Figure 1. Sequential cells coloured by netlist name (run 1).
Scale: 6 px per um.
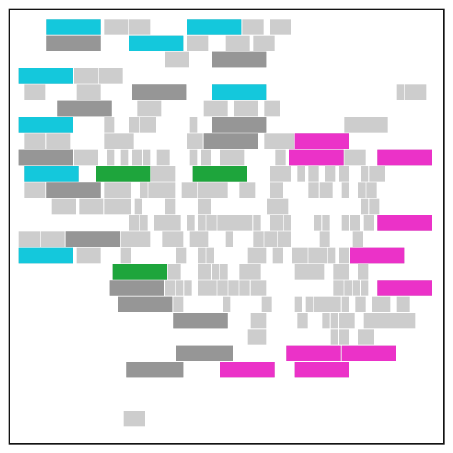
Figure 2. Cell classes on the final placement (run 1).
Scale: 6 px per um. Fill, decap, tap and diode cells in grey.
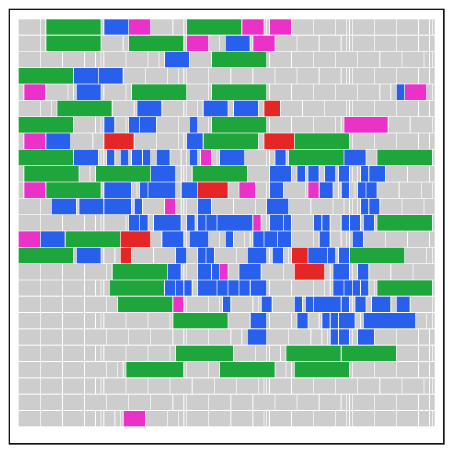
Figure 3. PDN straps and rails (run 1).
Scale: 4 px per um. Pins as bars on the die edge.
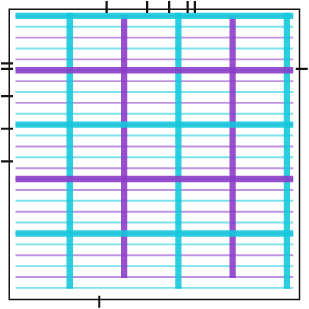
==> config.mk <==
export PLATFORM = sky130hd
export DESIGN_NAME = serialc_rx
export DESIGN_NICKNAME = d
export VERILOG_FILES = /design/src/rtl/uart_pkg.sv /design/src/rtl/serialc_rx_sync2.sv /design/src/rtl/serialc_rx.sv
export SDC_FILE = /design/constraint.sdc
export NUM_CORES = 1
export LEC_CHECK = 0
export CAP_MARGIN = 10
export CORE_UTILIZATION = 35
export DETAILED_ROUTE_END_ITERATION = 8
export GPL_TIMING_DRIVEN = 0
export MAX_ROUTING_LAYER = met4
export PLACE_DENSITY = 0.63
export SLEW_MARGIN = 0
export SYNTH_ARGS = -nofsm -noshare
export SYNTH_HDL_FRONTEND = slang
export SYNTH_SLANG_ARGS = --single-unit
==> constraint.sdc <==
create_clock -name CLK -period 3.5 [get_ports CLK]
set_clock_uncertainty 0.2 [all_clocks]
set_input_delay 0.875 -clock CLK [delete_from_list [all_inputs] [get_ports CLK]]
set_output_delay 0.875 -clock CLK [all_outputs]
set_load 0.005 [all_outputs]
==> src/rtl/uart_pkg.sv <==
// uart_pkg
// Definitions shared by the UART receive path:
//   rx_state_e - receiver frame states
//   DATA_BITS  - data bits per frame (8N1)
//   cnt_width  - width of a down-counter that must hold CLKS_PER_BIT-1
package uart_pkg;

    typedef enum logic [2:0] {
        ST_IDLE      = 3'd0,
        ST_START     = 3'd1,
        ST_DATA      = 3'd2,
        ST_STOP      = 3'd3,
        ST_WAIT_IDLE = 3'd4
    } rx_state_e;

    localparam int DATA_BITS = 8;

    // Never return zero, so a degenerate divider still yields a legal vector.
    function automatic int cnt_width(input int clks);
        return (clks <= 2) ? 1 : $clog2(clks);
    endfunction

endpackage

==> src/rtl/serialc_rx_sync2.sv <==
// sync2
// Two-flop synchroniser for a single asynchronous input.
// Both flops reset to RST_VAL, so an idle-high line does not look like an
// edge when reset is released.
// Ports:
//   clk_i - destination clock
//   rst_i - asynchronous active-high reset
//   d_i   - asynchronous input
//   q_o   - synchronised output (two clocks of latency)
module sync2 #(
    parameter logic RST_VAL = 1'b1
) (
    input  logic clk_i,
    input  logic rst_i,
    input  logic d_i,
    output logic q_o
);

    logic meta_q;
    logic sync_q;

    always_ff @(posedge clk_i or posedge rst_i) begin
        if (rst_i) begin
            meta_q <= RST_VAL;
            sync_q <= RST_VAL;
        end else begin
            meta_q <= d_i;
            sync_q <= meta_q;
        end
    end

    assign q_o = sync_q;

endmodule

==> src/rtl/serialc_rx.sv <==
// serialc_rx
// 8N1 UART receiver, LSB first. Samples each bit at its centre and emits a
// one-cycle EN strobe with the received byte on DATA. Frames with a bad stop
// bit are discarded, and the receiver then waits for the line to return high.
// Ports:
//   CLK  - system clock, rising edge
//   RST  - asynchronous active-high reset
//   RXD  - serial line, asynchronous to CLK, idle high
//   DATA - last correctly received byte, held between frames
//   EN   - one-cycle strobe; DATA is valid in the same cycle
module serialc_rx
    import uart_pkg::*;
#(
    parameter int unsigned CLKS_PER_BIT = 868
) (
    input  logic       CLK,
    input  logic       RST,
    input  logic       RXD,
    output logic [7:0] DATA,
    output logic       EN
);

    localparam int CW = cnt_width(CLKS_PER_BIT);
    localparam int IW = $clog2(DATA_BITS);

    localparam logic [CW-1:0] CNT_FULL = CW'(CLKS_PER_BIT - 1);
    // Half a bit period from the detected start edge lands on the start-bit
    // centre; every later full period then lands on a bit centre.
    localparam logic [CW-1:0] CNT_HALF = CW'((CLKS_PER_BIT / 2) - 1);
    localparam logic [IW-1:0] IDX_LAST = IW'(DATA_BITS - 1);

    rx_state_e            state_q, state_d;
    logic [CW-1:0]        cnt_q,   cnt_d;
    logic [IW-1:0]        idx_q,   idx_d;
    logic [DATA_BITS-1:0] shreg_q, shreg_d;
    logic [7:0]           data_q,  data_d;
    logic                 en_q,    en_d;
    logic                 rxs;

    sync2 #(
        .RST_VAL (1'b1)
    ) u_sync_rxd (
        .clk_i (CLK),
        .rst_i (RST),
        .d_i   (RXD),
        .q_o   (rxs)
    );

    always_ff @(posedge CLK or posedge RST) begin
        if (RST) begin
            state_q <= ST_IDLE;
            cnt_q   <= '0;
            idx_q   <= '0;
            shreg_q <= '0;
            data_q  <= 8'h00;
            en_q    <= 1'b0;
        end else begin
            state_q <= state_d;
            cnt_q   <= cnt_d;
            idx_q   <= idx_d;
            shreg_q <= shreg_d;
            data_q  <= data_d;
            en_q    <= en_d;
        end
    end

    always_comb begin
        state_d = state_q;
        cnt_d   = cnt_q;
        idx_d   = idx_q;
        shreg_d = shreg_q;
        data_d  = data_q;
        en_d    = 1'b0;

        case (state_q)
            ST_IDLE: begin
                if (!rxs) begin
                    cnt_d   = CNT_HALF;
                    state_d = ST_START;
                end
            end

            ST_START: begin
                if (cnt_q != '0) begin
                    cnt_d = cnt_q - CW'(1);
                end else if (rxs) begin
                    // Line went high again before mid start bit: treat it as noise.
                    state_d = ST_IDLE;
                end else begin
                    cnt_d   = CNT_FULL;
                    idx_d   = '0;
                    state_d = ST_DATA;
                end
            end

            ST_DATA: begin
                if (cnt_q != '0) begin
                    cnt_d = cnt_q - CW'(1);
                end else begin
                    shreg_d[idx_q] = rxs;
                    cnt_d          = CNT_FULL;
                    if (idx_q == IDX_LAST) begin
                        state_d = ST_STOP;
                    end else begin
                        idx_d = idx_q + IW'(1);
                    end
                end
            end

            ST_STOP: begin
                if (cnt_q != '0) begin
                    cnt_d = cnt_q - CW'(1);
                end else if (rxs) begin
                    // Returning to IDLE at mid stop bit leaves half a bit of
                    // margin to catch a start bit that follows with no gap.
                    data_d  = shreg_q;
                    en_d    = 1'b1;
                    state_d = ST_IDLE;
                end else begin
                    state_d = ST_WAIT_IDLE;
                end
            end

            ST_WAIT_IDLE: begin
                // A held-low line (break) must not be decoded as a stream of
                // zero bytes, so wait for the line to go high first.
                if (rxs) begin
                    state_d = ST_IDLE;
                end
            end

            default: begin
                state_d = ST_IDLE;
            end
        endcase
    end

    assign DATA = data_q;
    assign EN   = en_q;

endmodule

==> Slide: Implementation Results, run 1 <==
Physical Implementation Snapshot

Synthesis
  • Post-synth regs: 35
  • YS warnings: 0
  • Top cell area share: 0.479
  • Syn_area_per_cell: 10.6 um2
  • Synth Instances: 162
  • Synth unique cells: approximately 40

Pwr
  • Clock share of power: 0.407
  • Tot Pwr: just over 0.7 mW
  • Sequential Power Share: 0.570
  • PwrDens: 353 nW/um2
  • Comb pwr share: 0.023

Final timing
  • Worst slew pin tran: 597 ps
  • Setup TNS: 0 ps
  • Hold Fails Final Rpt: 0

Finish
  • Diode count: 0
  • Final nets: 187
  • Layout cell share with drive strength beyond 1: 0.198

Run status
  • Status: finished, final reports clean

Routing
  • Via Count: 1217
  • First-pass DRT Iterations: 4
  • DRC viols: 0
  • Vias per std cell: 4.89
  • Iter 0 DRT Violations: roughly 91

Critical path
  • R2R Setup Slk: 880 ps
  • Worst Path Required: 3470 ps
  • WS Path Type: flop to flop
  • Critical-path maximum fanout: 10
  • CP Capture Type: flop
  • Worst setup startpoint: cnt_q[0]

Placement
  • Post-DP HPWL: ~2.1 mm
  • Port bufs: 11

Floorplanning
  • Ports: 12
  • Die Area: 5210 um2

CTS
  • Post-CTS resize count: 0
  • CTS sink count: 35
  • CTS tree: built
  • Clk slew on worst S/H paths: 70 ps
  • Hold_buf cts: 0
  • H-tree Lvls: 2
  • Root buffer cell: clkbuf_8

Global routing
  • Initial antenna violation count: 0
  • Tot GR Track Use: 0.133

Job
  • Max-Cap Viols: 0
-- Figure 1 (at the start) --
Magenta shows `cnt_q`, placed flops 10. Cyan shows `DATA`, placed flops 8. Green shows `idx_q`, placed flops 3.
Another 14 sequential cells are not coloured.

-- Figure 2 (at the start) --
Blue shows remaining logic cells, cells 120, share of their area 42%. Magenta shows remaining buffers and delay cells, cells 19, share of their area 8.5%. Red shows clock drivers and dummy loads, cells 8, share of their area 4.6%. Green shows sequential cells, cells 35, share of their area 45%.

-- Figure 3 (at the start) --
Cyan shows VSS. Purple shows VDD.
26 met1 rails follow the rows. The core has 25 rows. 5 straps on met4.
Peak VDD IR: 0.000248 V
die width: 72.2 um
core box area: 4720 um2
Die Ht: 72.2 um

-- run 1: layout make-up --
class	instances	area (um2)
clock inverters	3	20.0
inverters	5	18.8
repair buffers	12	130
plain buffers	7	35.0
multi-input cells	115	792
clock buffers	5	68.8
fillers	433	2700
flip-flops and latches	35	878
well taps	67	83.8
-- run 1: synth_stat cells, drive strengths merged --
| cell type | count |
|---|---|
| a21o | 1 |
| a21oi | 9 |
| a22o | 2 |
| a2bb2oi | 1 |
| a311o | 1 |
| a31oi | 3 |
| and3 | 4 |
| buf | 5 |
| clkbuf | 2 |
| dfrtp | 33 |
| dfstp | 2 |
| ha | 3 |
| inv | 5 |
| mux2 | 16 |
| mux2i | 1 |
| nand2 | 16 |
| nand2b | 1 |
| nand3 | 5 |
| nand3b | 3 |
| nor2 | 16 |
| nor2b | 1 |
| nor3 | 5 |
| nor3b | 2 |
| nor4 | 1 |
| nor4b | 2 |
| o21a | 3 |
| o21ai | 13 |
| o22a | 1 |
| o31ai | 2 |
| o32a | 1 |
| or4 | 1 |
| xor2 | 1 |
-- run 1: critical path: stages (launching register included) --
cell and delay [ps]:
dfrtp_1 420, inv_1 70, ha_1 200, nor4b_4 490, nand3_2 240, o21ai_1 380
buf_2 270, nor2_1 70, o32a_1 170
-- run 1: per-stage QoR --
step,instance area (um2),setup WS (ps),cells,hold slack (ps)
5_1_grt,2030,668,249,166
3_3_place_gp,1920,827,240,146
2_1_floorplan,1720,1210,162,145
3_5_place_dp,1940,884,241,147
6_report,2030,881,249,157
4_1_cts,2030,876,249,158
-- run 1: registers in the layout, indices dropped and copies added, names as in the netlist --
signal and count:
shreg_q 8, state_q 3, idx_q 3, EN 1
u_sync_rxd.q_o 1, u_sync_rxd.meta_q 1, cnt_q 10, DATA 8
-- run 1: power by group through the flow --
| stage | clock network (mW) | registers, mW | logic (mW) |
|---|---|---|---|
| global placement | 0 | 0.415 | 0.0148 |
| floorplan | 0 | 0.415 | 0.00918 |
| detailed placement | 0 | 0.415 | 0.0176 |
| finish | 0.291 | 0.407 | 0.0166 |
| CTS | 0.299 | 0.407 | 0.0177 |
| global route | 0.319 | 0.407 | 0.0195 |
-- run 1: per-layer routing --
layer  vias to the layer above  track usage  wire length (um)  share of wire
li1                        617            -                 -              -
met1                       578        0.163              1590           0.52
met2                        16        0.204              1300           0.43
met3                         6       0.0403               111          0.037
met4                         0       0.0610                35          0.012
met5                         -            -                 0              0
-- run 1: cells by family (layout without fill, tap and decap cells) --
group,Yosys count,count (layout),share of synthesized area
and+or+nand+nor,57,57,0.189
AOI/OAI and AO/OA,37,37,0.133
DFF,35,35,0.509
muxes,17,17,0.110
buffers and inverters,12,32,0.0312
adders and majority gates,3,3,0.0218
xor gates and xnor gates,1,1,0.00508
Figure 4. Routed clock nets over the placement (run 1).
Scale: 8 px per um.
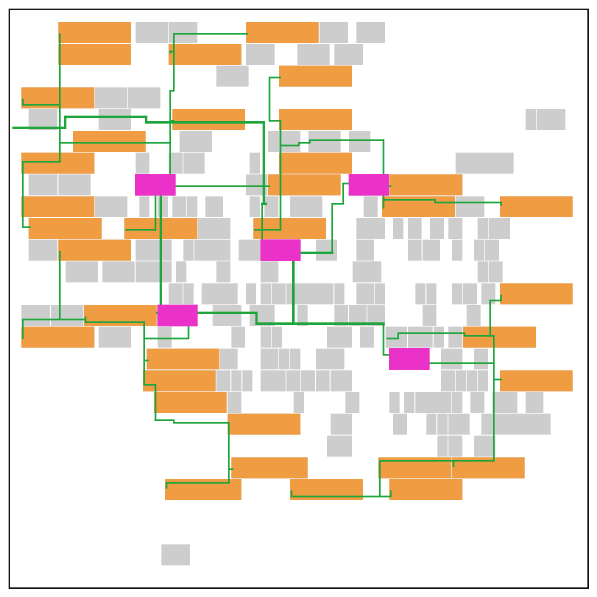

## Run 2: what changed since run 1
--- a/config.mk
+++ b/config.mk
@@ -10,7 +10,7 @@
 export DETAILED_ROUTE_END_ITERATION = 8
 export GPL_TIMING_DRIVEN = 0
 export MAX_ROUTING_LAYER = met4
-export PLACE_DENSITY = 0.63
+export PLACE_DENSITY = 0.65
 export SLEW_MARGIN = 0
 export SYNTH_ARGS = -nofsm -noshare
 export SYNTH_HDL_FRONTEND = slang
==> constraint.sdc (replaced) <==
create_clock -name CLK -period 2.35 [get_ports CLK]
set_clock_uncertainty 0.2 [all_clocks]
set_input_delay 0.5875 -clock CLK [delete_from_list [all_inputs] [get_ports CLK]]
set_output_delay 0.5875 -clock CLK [all_outputs]
set_load 0.005 [all_outputs]
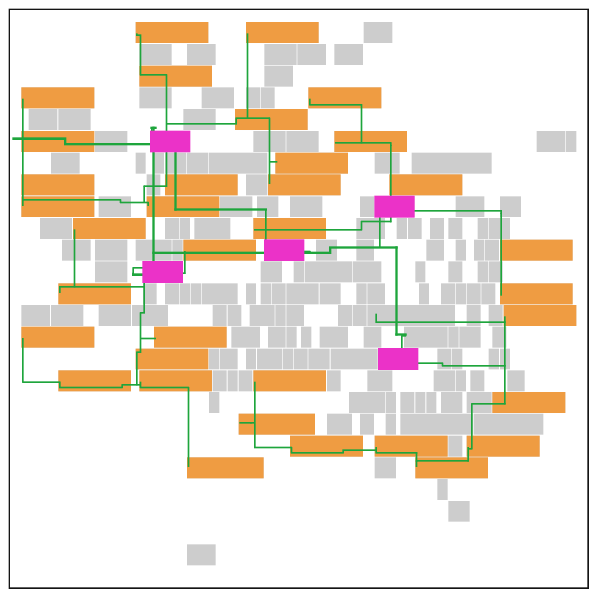
Figure 5: run 2, routed clock nets over the placement.
Scale: 8 px per um.
Orange shows flip-flops, count 35. Green shows clock wires, length 462 um. Magenta shows clock-net drivers, count 5.
Position of the flops: spread over the die.

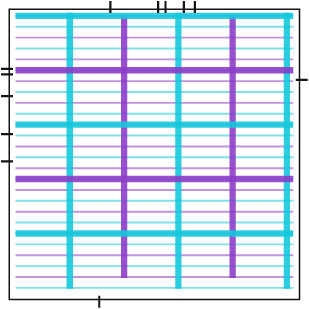
Figure 6: run 2, PDN straps and rails.
Scale: 4 px per um. Pins as bars on the die edge.
Purple shows VDD. Cyan shows VSS.
26 met1 rails follow the rows. 12 signal pins sit on the boundary. The core has 25 rows.
Peak VDD IR: 0.000305 V

==> run 2 against run 1 <==
Net effect: area after synthesis unchanged; routed wire length increased by 9.4%; critical path depth unchanged; highest routed layer unchanged; fmax increased by 16%; sequential cell count unchanged; worst setup slack got worse by 790 ps.
==> Slide: Implementation Results, run 2 <==
Physical Implementation Snapshot

Final timing
  • Worst slew pin tran: 595 ps (was 597 ps)
  • Setup WS post-layout: 87.9 ps (was 881 ps)
  • Hold WS: 152 ps (was 157 ps)

Synthesis
  • Top cell area share: 0.479 (unchanged)
  • Syn_area_per_cell: 10.6 um2 (unchanged)
  • YS warnings: 0 (unchanged)
  • Post-synth regs: 35 (unchanged)
  • Yosys top cell by instances: dfrtp_1 (unchanged)
  • Synth async-reset ratio: 1.00 (unchanged)
  • Synth unique cells: 40 (unchanged)

Routing
  • Via Count: 1255 (was 1217)
  • First-pass DRT Iterations: 4 (unchanged)
  • DRC viols: 0 (unchanged)

Pwr
  • Clock share of power: 0.465 (was 0.407)
  • Sequential Power Share: 0.513 (was 0.570)

CTS
  • CTS sink count: 35 (unchanged)
  • Hold_buf cts: 0 (unchanged)
  • H-tree Lvls: 2 (unchanged)
  • Root buffer cell: clkbuf_8 (unchanged)
  • CTS tree: built (unchanged)

Critical path
  • Cell family with most CP delay: simple AND/OR/NAND/NOR gates (unchanged)
  • Critical-path top delay cell: dfrtp_1 (was nor4b_4)
  • R2R Setup Slk: 90 ps (was 880 ps)
  • CP bufs+invs: 2 (unchanged)
  • CP Capture Type: flop (unchanged)
  • Critical-path cell list: inv_2 -> ha_4 -> nor4b_4 -> and3_1 -> buf_6 -> nand3b_4 -> nor3b_2 -> mux2_2 (was inv_1 -> ha_1 -> nor4b_4 -> nand3_2 -> o21ai_1 -> buf_2 -> nor2_1 -> o32a_1)
  • Worst Path Required: 2330 ps (was 3470 ps)
  • WS Path Type: flop to flop (unchanged)

Finish
  • Layout cell share with drive strength beyond 1: 0.257 (was 0.198)
  • Fillers: 431 (was 433)
  • Final nets: 192 (was 187)
  • Fin area: 2150 um2 (was 2030 um2)
  • Non-Filler Instances: 254 (was 249)

Run status
  • Status: finished, final reports clean (unchanged)

Job
  • Max-Cap Viols: 0 (unchanged)

Placement
  • Placed inst area: 1950 um2 (was 1940 um2)
  • Dpl cells: 241 (unchanged)
  • Port bufs: 11 (unchanged)
  • Post-DP HPWL: 2.19 mm (was 2.11 mm)

Floorplanning
  • Core box area: 4720 um2 (unchanged)
  • Ports: 12 (unchanged)
  • Die width: 72.2 um (unchanged)

Global routing
  • Tot GR Track Use: 0.140 (was 0.133)
run 2: cell counts after synthesis:
No cell type changed its count.
run 2: worst max-delay path by stage:
stage / endpoint / cells after the start / slack, ps / startpoint
6_report: shreg_q[4] / 8 / 90 / cnt_q[0]
5_1_grt: shreg_q[0] / 8 / 6 / cnt_q[1]
4_1_cts: shreg_q[1] / 8 / 4 / cnt_q[1]
3_5_place_dp: DATA[3] / 6 / -260 / cnt_q[0]
3_3_place_gp: DATA[2] / 6 / -220 / cnt_q[0]
2_1_floorplan: shreg_q[1] / 8 / 60 / cnt_q[0]
run 2: kinds of logic after synthesis:
| group | Yosys count | synth area share |
|---|---|---|
| xor gates and xnor gates | 1 | 0.00508 |
| and+or+nand+nor | 57 | 0.189 |
| AOI/OAI and AO/OA | 37 | 0.133 |
| buffers and inverters | 12 | 0.0312 |
| adders and majority gates | 3 | 0.0218 |
| DFF | 35 | 0.509 |
| muxes | 17 | 0.110 |
run 2: final cells by class:
type	count	area [um2]	share of cell area
multi-input combinational	115	842	0.392
buffer	7	38.8	0.0180
sequential	35	878	0.409
timing repair buffer	17	175	0.0815
tap	67	83.8	0.0390
inverter	5	18.8	0.00873
clock inverter	3	43.8	0.0204
clock buffer	5	68.8	0.0320
run 2: per-layer routing:
| metal | wire length (um) | track usage | vias up |
|---|---|---|---|
| met2 | 1580 | 0.226 | 17 |
| met3 | 97 | 0.0361 | 10 |
| met5 | 0 | - | - |
| met1 | 1570 | 0.169 | 602 |
| li1 | - | - | 626 |
| met4 | 64 | 0.0545 | 0 |
run 2: what timing repair did:
action | in CTS | in global routing
gates resized | 1 | 10
buffers inserted | 2 | 3
endpoints found under the setup margin | 27 | 23
pin swaps | 2 | 3
run 2: power by group through the flow:
stage	combinational, mW	sequential, mW	clock [mW]
final	0.0267	0.606	0.549
after floorplan	0.0137	0.618	0
after detailed placement	0.0277	0.618	0
after global placement	0.0219	0.618	0
after global routing	0.0313	0.606	0.575
after CTS	0.0279	0.606	0.555
Power figures rest on the tool's default switching activity, not on a simulated workload.
